==> config.mk <==
export PLATFORM = sky130hd
export DESIGN_NAME = port_ingress_writer
export DESIGN_NICKNAME = d
export VERILOG_FILES = /design/src/rtl/port_ingress_writer.sv
export SDC_FILE = /design/constraint.sdc
export NUM_CORES = 1
export LEC_CHECK = 0
export CORE_MARGIN = 5
export CORE_UTILIZATION = 52
export CTS_BUF_LIST = sky130_fd_sc_hd__clkbuf_2 sky130_fd_sc_hd__clkbuf_4 sky130_fd_sc_hd__clkbuf_8
export CTS_CLUSTER_DIAMETER = 60
export DETAILED_ROUTE_END_ITERATION = 8
export PLACE_DENSITY = 0.81
export SYNTH_ARGS = -nofsm -noshare
export SYNTH_HDL_FRONTEND = slang
export SYNTH_SLANG_ARGS = --single-unit
==> constraint.sdc <==
create_clock -name clk -period 2.75 [get_ports clk]
set_input_delay 0.55 -clock clk [delete_from_list [all_inputs] [get_ports clk]]
set_output_delay 0.55 -clock clk [all_outputs]
set_load 0.01 [all_outputs]
==> src/rtl/port_ingress_writer.sv <==
// Ingress writer for one switch input port: frames header+payload packets and
// pushes only whole packets into the port's input FIFO; dest-0 packets are dropped.
module port_ingress_writer #(
   parameter int FIFO_DEPTH = 256,
   parameter int AW         = 8
) (
   input  logic          clk,
   input  logic          rst_n,
   input  logic [7:0]    in_data,
   input  logic          in_valid,
   output logic          in_ready,
   output logic [7:0]    fifo_data,
   output logic          wrreq,
   input  logic          fifo_full,
   input  logic [AW-1:0] fifo_usedw,
   output logic [15:0]   pkt_cnt,
   output logic [15:0]   drop_cnt
);

   typedef enum logic [1:0] {
      S_IDLE  = 2'd0,
      S_CHECK = 2'd1,
      S_FWD   = 2'd2,
      S_DROP  = 2'd3
   } state_e;

   localparam logic [AW:0] DEPTH_W = (AW+1)'(FIFO_DEPTH);

   state_e      state_q, state_d;
   logic [7:0]  hdr_q, hdr_d;
   logic [3:0]  rem_q, rem_d;
   logic [15:0] pkt_cnt_q, drop_cnt_q;
   logic        pkt_inc_s, drop_inc_s;
   logic [AW:0] room_s, need_s;
   logic        has_room_s;

   function automatic logic [15:0] sat_inc(input logic [15:0] v);
      return (v == 16'hFFFF) ? v : v + 16'd1;
   endfunction

   // Free space vs. whole-packet size, evaluated at AW+1 bits so a full FIFO cannot wrap
   always_comb begin
      room_s     = DEPTH_W - {1'b0, fifo_usedw};
      need_s     = (AW+1)'(hdr_q[7:4]) + (AW+1)'(1);
      has_room_s = (room_s >= need_s);
   end

   // Next-state, handshake and FIFO write decode
   always_comb begin
      state_d    = state_q;
      hdr_d      = hdr_q;
      rem_d      = rem_q;
      in_ready   = 1'b0;
      wrreq      = 1'b0;
      fifo_data  = 8'h00;
      pkt_inc_s  = 1'b0;
      drop_inc_s = 1'b0;
      case (state_q)
         S_IDLE: begin
            in_ready = 1'b1;
            if (in_valid) begin
               hdr_d   = in_data;
               rem_d   = in_data[7:4];
               state_d = S_CHECK;
            end else begin
               state_d = S_IDLE;
            end
         end
         S_CHECK: begin
            fifo_data = hdr_q;
            if (hdr_q[1:0] == 2'b00) begin
               if (rem_q != 4'd0) begin
                  state_d = S_DROP;
               end else begin
                  drop_inc_s = 1'b1;
                  state_d    = S_IDLE;
               end
            end else if (has_room_s && !fifo_full) begin
               wrreq = 1'b1;
               if (rem_q == 4'd0) begin
                  pkt_inc_s = 1'b1;
                  state_d   = S_IDLE;
               end else begin
                  state_d = S_FWD;
               end
            end else begin
               state_d = S_CHECK;
            end
         end
         S_FWD: begin
            in_ready  = !fifo_full;
            fifo_data = in_data;
            if (in_valid && !fifo_full) begin
               wrreq = 1'b1;
               rem_d = rem_q - 4'd1;
               if (rem_q == 4'd1) begin
                  pkt_inc_s = 1'b1;
                  state_d   = S_IDLE;
               end else begin
                  state_d = S_FWD;
               end
            end else begin
               state_d = S_FWD;
            end
         end
         S_DROP: begin
            in_ready = 1'b1;
            if (in_valid) begin
               rem_d = rem_q - 4'd1;
               if (rem_q == 4'd1) begin
                  drop_inc_s = 1'b1;
                  state_d    = S_IDLE;
               end else begin
                  state_d = S_DROP;
               end
            end else begin
               state_d = S_DROP;
            end
         end
         default: begin
            state_d = S_IDLE;
         end
      endcase
   end

   // State, header/remaining-byte tracking and saturating packet counters
   always_ff @(posedge clk or negedge rst_n) begin
      if (!rst_n) begin
         state_q    <= S_IDLE;
         hdr_q      <= 8'h00;
         rem_q      <= 4'd0;
         pkt_cnt_q  <= 16'd0;
         drop_cnt_q <= 16'd0;
      end else begin
         state_q <= state_d;
         hdr_q   <= hdr_d;
         rem_q   <= rem_d;
         if (pkt_inc_s) begin
            pkt_cnt_q <= sat_inc(pkt_cnt_q);
         end
         if (drop_inc_s) begin
            drop_cnt_q <= sat_inc(drop_cnt_q);
         end
      end
   end

   assign pkt_cnt  = pkt_cnt_q;
   assign drop_cnt = drop_cnt_q;

endmodule

Run 1, placed cells, one color a class:
Scale bar: 20 um. Fill, decap, tap and diode cells in gray.
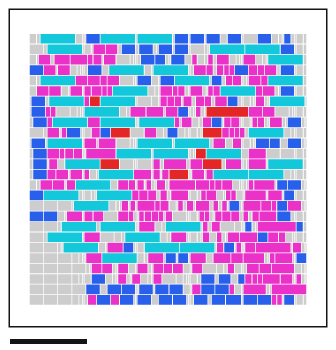
Key: other buffers and delay cells = blue [cells 80, share of their area 20%]; flops = cyan [cells 46, share of their area 32%]; clock drivers and dummy loads = red [cells 8, share of their area 3.1%]; combinational and other logic = magenta [cells 218, share of their area 45%]
fraction of standard cell area that is sequential: 0.3107
post-route cell area: 3705 um2
Finished Core Util: 0.7254

Run 1, clock wiring as the flow saved it:
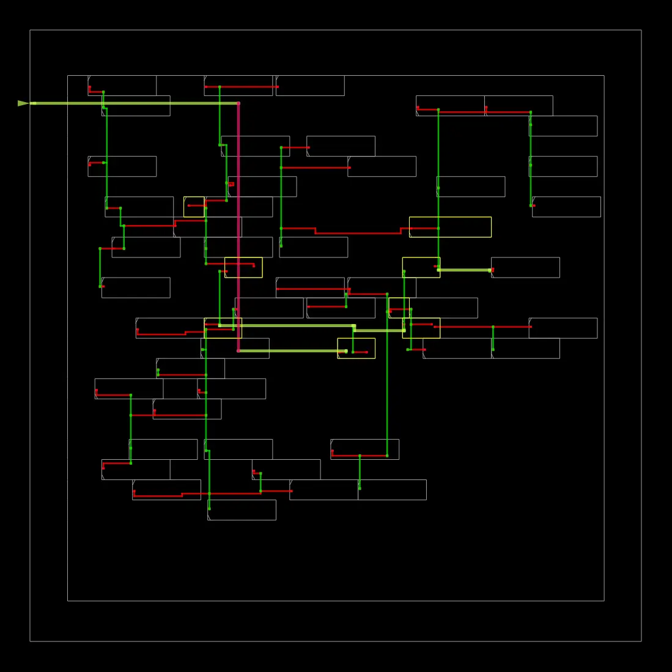
number of clock sinks seen by CTS: 46
clock-net power: 0.502 mW

Run 1, logic cells by family:
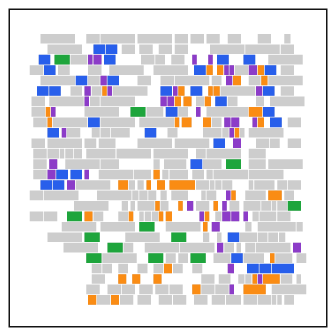
Key: NOR gates = orange [cells 47]; NAND gates = purple [cells 41]; multiplexers = green [cells 12]; XOR/XNOR gates = blue [cells 34, where all over the die]

Run 1, M2 wires:
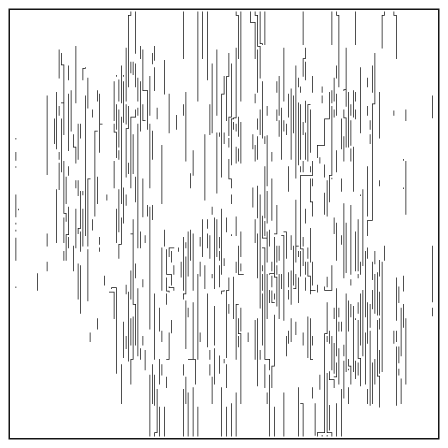
342 nets have wire on it. The layer carries 3060 um of wire. The layer holds 50% of the routed length.

==> changes_impl.md, run 1 <==
### Changed

* Outcome: finished, violations left
* Failing checks: negative setup slack
* Power density cells at slightly above 700 nW/um2
* Fin crit share at 1.009
* Path type of the worst min-delay path: in -> async
* Synthesized netlist net count at ~310
* Width of the die at roughly 82 um
* Total met3 wirelength after detailed routing at roughly 210 um
* Critical setup path kind: in -> out
* Detailed placement HPWL at between 4000 and 5000 um
* Number of buffers added by the clock tree synthesis step at 5
* Initial drt markers at approximately 96
* Fraction of synthesized cell area in xor and xnor cells at 0.1096
* Total net switching power at ~0.9 mW
* Slack of the critical path at -0.02479 ns
* Total count of max-transition violations in the final report at 0
* Sort of element at the start of the critical path: input port
* Number of flops mapped to enable cells by yosys at 0
* Detail-routed via count per cell at 5.379
* Cell count along the critical path at 10
* Number of antenna repair diodes at 0
* Cell count after synthesis at roughly 270
* Comb area share at 0.4238
* Total internal power at about 1.7 mW
* Total of endpoints with negative setup slack in the final report at 1
* Number of tapcells at about 70
* Sum of routed wire segments on met1 at about 2800 um
* Seq power at about 0.95 mW
* Synthesis warning total at 0
* Arrival @ worst endpoint at between 2 and 2.5 ns
* Global route hottest layer: met2
* Clock root buffer: sky130_fd_sc_hd__clkbuf_8
* Max stage delay cell, worst path: sky130_fd_sc_hd__ha_1
* Commonest Layout Cell: sky130_fd_sc_hd__clkdlybuf4s50_1
* Tally of max-capacitance violations at 0
* FF-to-FF path depth at 11
* Unrepaired setup endpoints after global routing: yes
* TritonRoute pass-1 iters at 4
* Fraction of met3 tracks used by global routing at 0.03796
* Cell group occupying the most layout area: logic gates
* Reg2Reg Setup Slack at roughly 0.15 ns
* Crit-path leading delay family: AND-OR/OR-AND gates
* Fraction of layout instances using a drive strength above 1 at 0.1790
* Crit path max fanout at 4
* Post-synthesis cell count from yosys at around 270
[run 1: per-stage QoR]
stage	setup WS, ns	TNS [ns]	hold WS, ns	std cells
5_1_grt	-0.1467	-0.1467	0.1650	422
6_report	-0.02479	-0.02479	0.1490	422
2_1_floorplan	0.1239	0	0.2544	269
3_5_place_dp	-0.8634	-8.345	0.4693	412
3_3_place_gp	-0.7400	-6.932	0.4665	412
4_1_cts	0.01850	0	0.1531	421
[run 1: timing repair]
item | CTS | global route
pin swaps | 9 | 4
gates resized | 28 | 6
cloned | 0 | 0
setup buffers | 1 | 1
setup endpoints to repair | 18 | 17
[run 1: registers in the layout, summed over array words and instances (netlist names)]
register  count
hdr_q         8
drop_cnt     16
rem_q         4
pkt_cnt      16
state_q       2
==> run 1 -> run 2 <==
Settings changed: ABC_CLOCK_PERIOD_IN_PS set to 2750, CORE_UTILIZATION 52 to 54, DONT_BUFFER_PORTS set to 1, PLACE_DENSITY 0.81 to 0.68.
==> run 2 against run 1 <==
  * The flow still finishes with violations (negative setup slack)
  * Register-to-register slack worse by 0.07 ns
  * Worst setup slack improved by 0.018 ns
  * Die area is 3.3% lower
  * Sequential share of layout area is 5.8 points higher
  * Sequential cell count unchanged
  * Combinational power fell by 4%
  * First-iteration DRC count grew 53%
  * Via count down 10%
==> changes_impl.md, run 2 <==
### Changed

* Sort of element at the start of the critical path: register
* Reg2Reg Setup Slack at 0.08 ns (-0.07 ns)
* Power density cells at 823.7 nW/um2 (+16%)
* Fraction of synthesized cell area in xor and xnor cells at 0.1096 (unchanged)
* Total met3 wirelength after detailed routing at 417 um (+99%)
* Total count of max-transition violations in the final report at 0 (unchanged)
* Number of buffers added by the clock tree synthesis step at 5 (unchanged)
* Seq power at 0.986 mW (+4.2%)
* TritonRoute pass-1 iters at 4 (unchanged)
* Failing checks: negative setup slack
* Clock-net power at 0.449 mW (-11%)
* Total of endpoints with negative setup slack in the final report at 1 (unchanged)
* Slack of the critical path at -0.006633 ns (+0.01816 ns)
* Path type of the worst min-delay path: in -> async
* Initial drt markers at 147 (+53%)
* Number of antenna repair diodes at 0 (unchanged)
* Commonest Layout Cell: sky130_fd_sc_hd__dfrtp_1
* Number of clock sinks seen by CTS at 46 (unchanged)
* Sum of routed wire segments on met1 at 2399 um (-15%)
* Detail-routed via count per cell at 5.754 (+7.0%)
* Fraction of met3 tracks used by global routing at 0.05432 (+0.01636)
* Fraction of layout instances using a drive strength above 1 at 0.1986 (+0.01963)
* Outcome: finished, violations left
* Crit path max fanout at 2 (-2)
==> run 2: cell count changes in the layout (fill, tap and decap cells not counted), moves of 2 or more <==
cell,before,now
sky130_fd_sc_hd__dfrtp_2,0,2
sky130_fd_sc_hd__clkdlybuf4s50_1,55,0
sky130_fd_sc_hd__buf_6,0,2
sky130_fd_sc_hd__buf_4,19,12
sky130_fd_sc_hd__ha_2,3,1
sky130_fd_sc_hd__inv_2,3,1
sky130_fd_sc_hd__inv_1,10,12
sky130_fd_sc_hd__dfrtp_1,46,44
sky130_fd_sc_hd__buf_2,4,0
==> run 2: area by class of cell <==
type                       count  area, um2
fill                         421       1685
multi-input combinational    205       1607
sequential                    46       1154
timing repair buffer          15      140.1
clock buffer                   7      90.09
tap                           67      83.83
inverter                      13      48.80
clock inverter                 1      8.758
Run 2, clock wiring as the flow saved it:
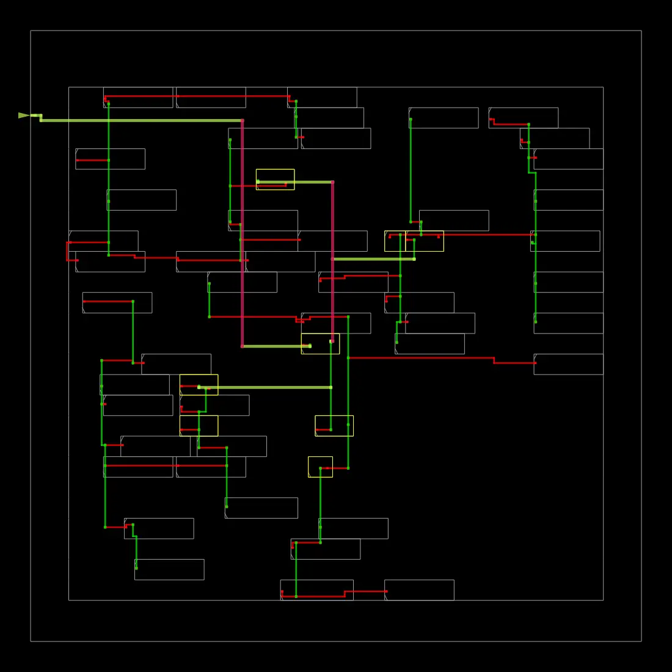
final clock skew: 0.008963 ns
clk_lat worst skew: 0.30 ns

Run 2, cells by drive strength:
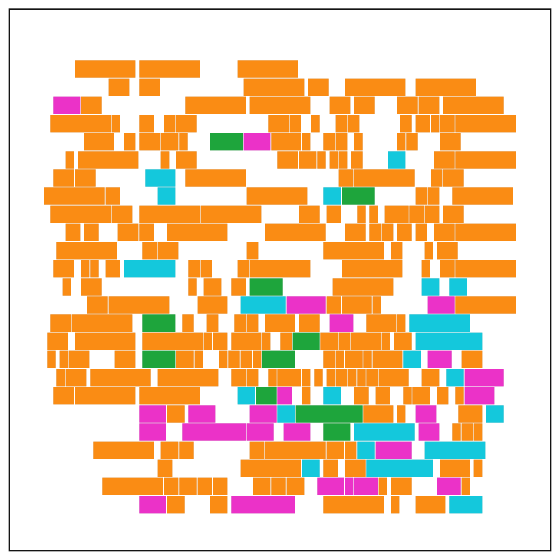
Key: _6 and larger = green [cells 10]; _0 and _1 cells = orange [cells 230]; _2 cells = magenta [cells 25]; _3 and _4 cells = cyan [cells 22]

Run 2, M2 wires:
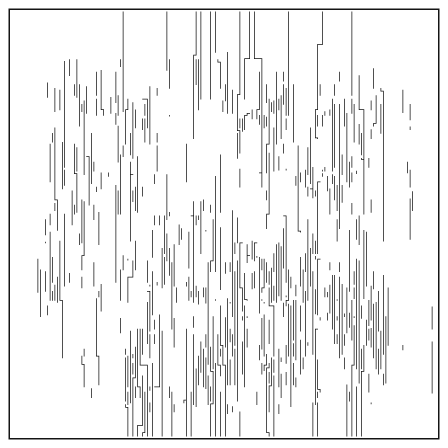
The layer carries 2800 um of wire. The layer holds 49% of the routed length. The longest straight run is 28.4 um.

==> run 2 -> run 3 <==
Settings changed: CORE_MARGIN 5 to unset.
==> run 3 against run 2 <==
  * The run now ends clean
  * Total power is 6.9% lower
  * Sequential cell count stayed put
  * Final area is 2.9% lower
  * Synthesized cell count stayed put
  * Non-clock buffer count is 6 lower
  * Via count is 2.6% lower
  * Core utilization is 1.5 points lower
  * Hold slack worse by 0.0043 ns
  * Final cell count is 1.7% lower
  * Critical path depth is 2 lower
  * Maximum frequency is 4.3% higher
  * Largest power group unchanged
  * Sequential power is 0.7% lower
  * Critical endpoint unchanged
==> changes_impl.md, run 3 <==
### Changed

* Outcome: finished clean
* Fraction of synthesized cell area in xor and xnor cells at 0.1096 (unchanged)
* TritonRoute pass-1 iters at 4 (unchanged)
* Slack of the critical path at 0.1073 ns (+0.1139 ns)
* Multi-input combinational cell area at 1563 um2 (-2.7%)
* Total grt overflow at 0
* Detail-routed via count per cell at 5.704 (-0.87%)
* Number of tapcells at 67 (unchanged)
* Number of antenna repair diodes at 0 (unchanged)
* Clk_lat worst skew at 0.30 ns (about the same)
* Clock-net power at 0.414 mW (-7.8%)
* Cell group occupying the most layout area: logic gates
* Layout fillers at 421 (unchanged)
* Power density cells at 789.6 nW/um2 (-4.1%)
* Seq power at 0.979 mW (-0.7%)
* Endpoint kind of the worst setup timing path: output port
* Final clock-cell share at 0.02881 (-0.002756)
* Combinational Gates at 205 (unchanged)
* Fraction of layout instances using a drive strength above 1 at 0.1673 (-0.03135)
* Reg2Reg Setup Slack at 0.31 ns (+0.23 ns)
* Total count of max-transition violations in the final report at 0 (unchanged)
* Number of clock sinks seen by CTS at 46 (unchanged)
* Crit path max fanout at 3 (+1)
* Sort of element at the start of the critical path: register
* Clock buf count at 5 (-2)
* Number of sequential cells in the layout at 46 (unchanged)
* Count of non-CTS inverters in the layout at 13 (unchanged)
* Non-clock buffer count at 9 (-6)
* Final weighted congestion in routability-driven placement at 0.8394
* Path type of the worst min-delay path: in -> async
* Sequential cell area at 1154 um2 (unchanged)
## run 3: cell counts after synthesis
Identical to the previous run, type by type.
## run 3: routing by layer
layer  wire length (um)  track usage  vias up
li1                   -            -      971
met1               2408       0.2735      968
met2               2734       0.3531       40
met3                253      0.07182        6
met4                 59      0.06972        0
met5                  0            0        -
## run 3: worst max-delay path, stage by stage, from the launching register on
cell                        delay [ns]
sky130_fd_sc_hd__dfrtp_2          0.45
sky130_fd_sc_hd__ha_4             0.28
sky130_fd_sc_hd__inv_2            0.04
sky130_fd_sc_hd__ha_4             0.21
sky130_fd_sc_hd__a2111oi_4        0.36
sky130_fd_sc_hd__o21ai_2          0.13
sky130_fd_sc_hd__o211ai_1         0.21
sky130_fd_sc_hd__a21oi_2          0.11
Run 3, clock wiring as the flow saved it:
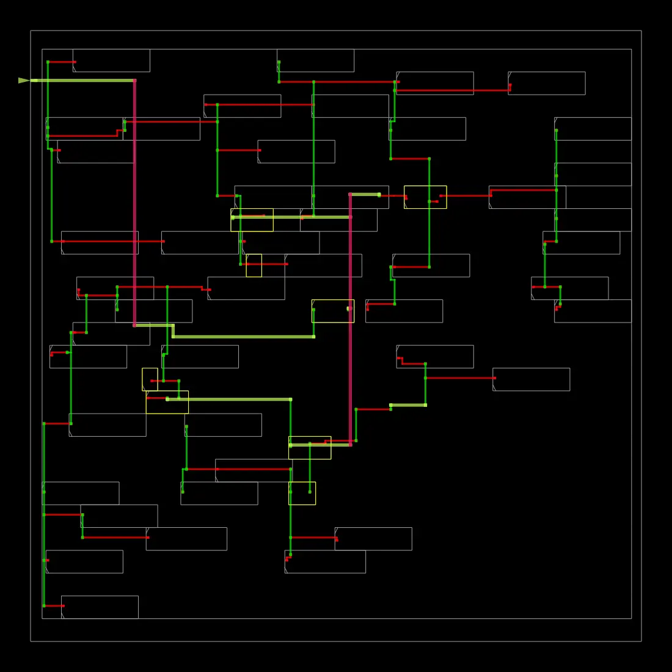
number of buffers added by the clock tree synthesis step: 5
final clock skew: 0.009443 ns

Run 3, logic cells by family:
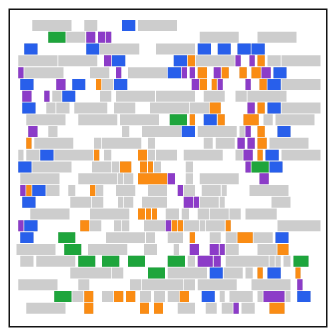
Key: multiplexers = green [cells 12]; XOR/XNOR gates = blue [cells 34, where all over the die]; NOR gates = orange [cells 47]; NAND gates = purple [cells 41, where all over the die]
Commonest Layout Cell: sky130_fd_sc_hd__dfrtp_1
Comb area share: 0.5140

Run 3, placed cells, one color a class:
Scale bar: 20 um. Fill, decap, tap and diode cells in gray.
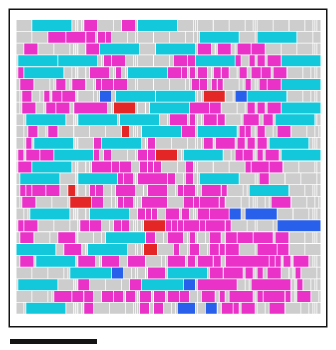
Key: other buffers and delay cells = blue [cells 9, share of their area 3.5%]; combinational and other logic = magenta [cells 218, share of their area 55%]; clock drivers and dummy loads = red [cells 8, share of their area 3.0%]; flops = cyan [cells 46, share of their area 39%]
fraction of standard cell area that is sequential: 0.3794
floorplan row count: 25
post-route cell area: 3040 um2

Power figures rest on the tool's default switching activity, not on a simulated workload.
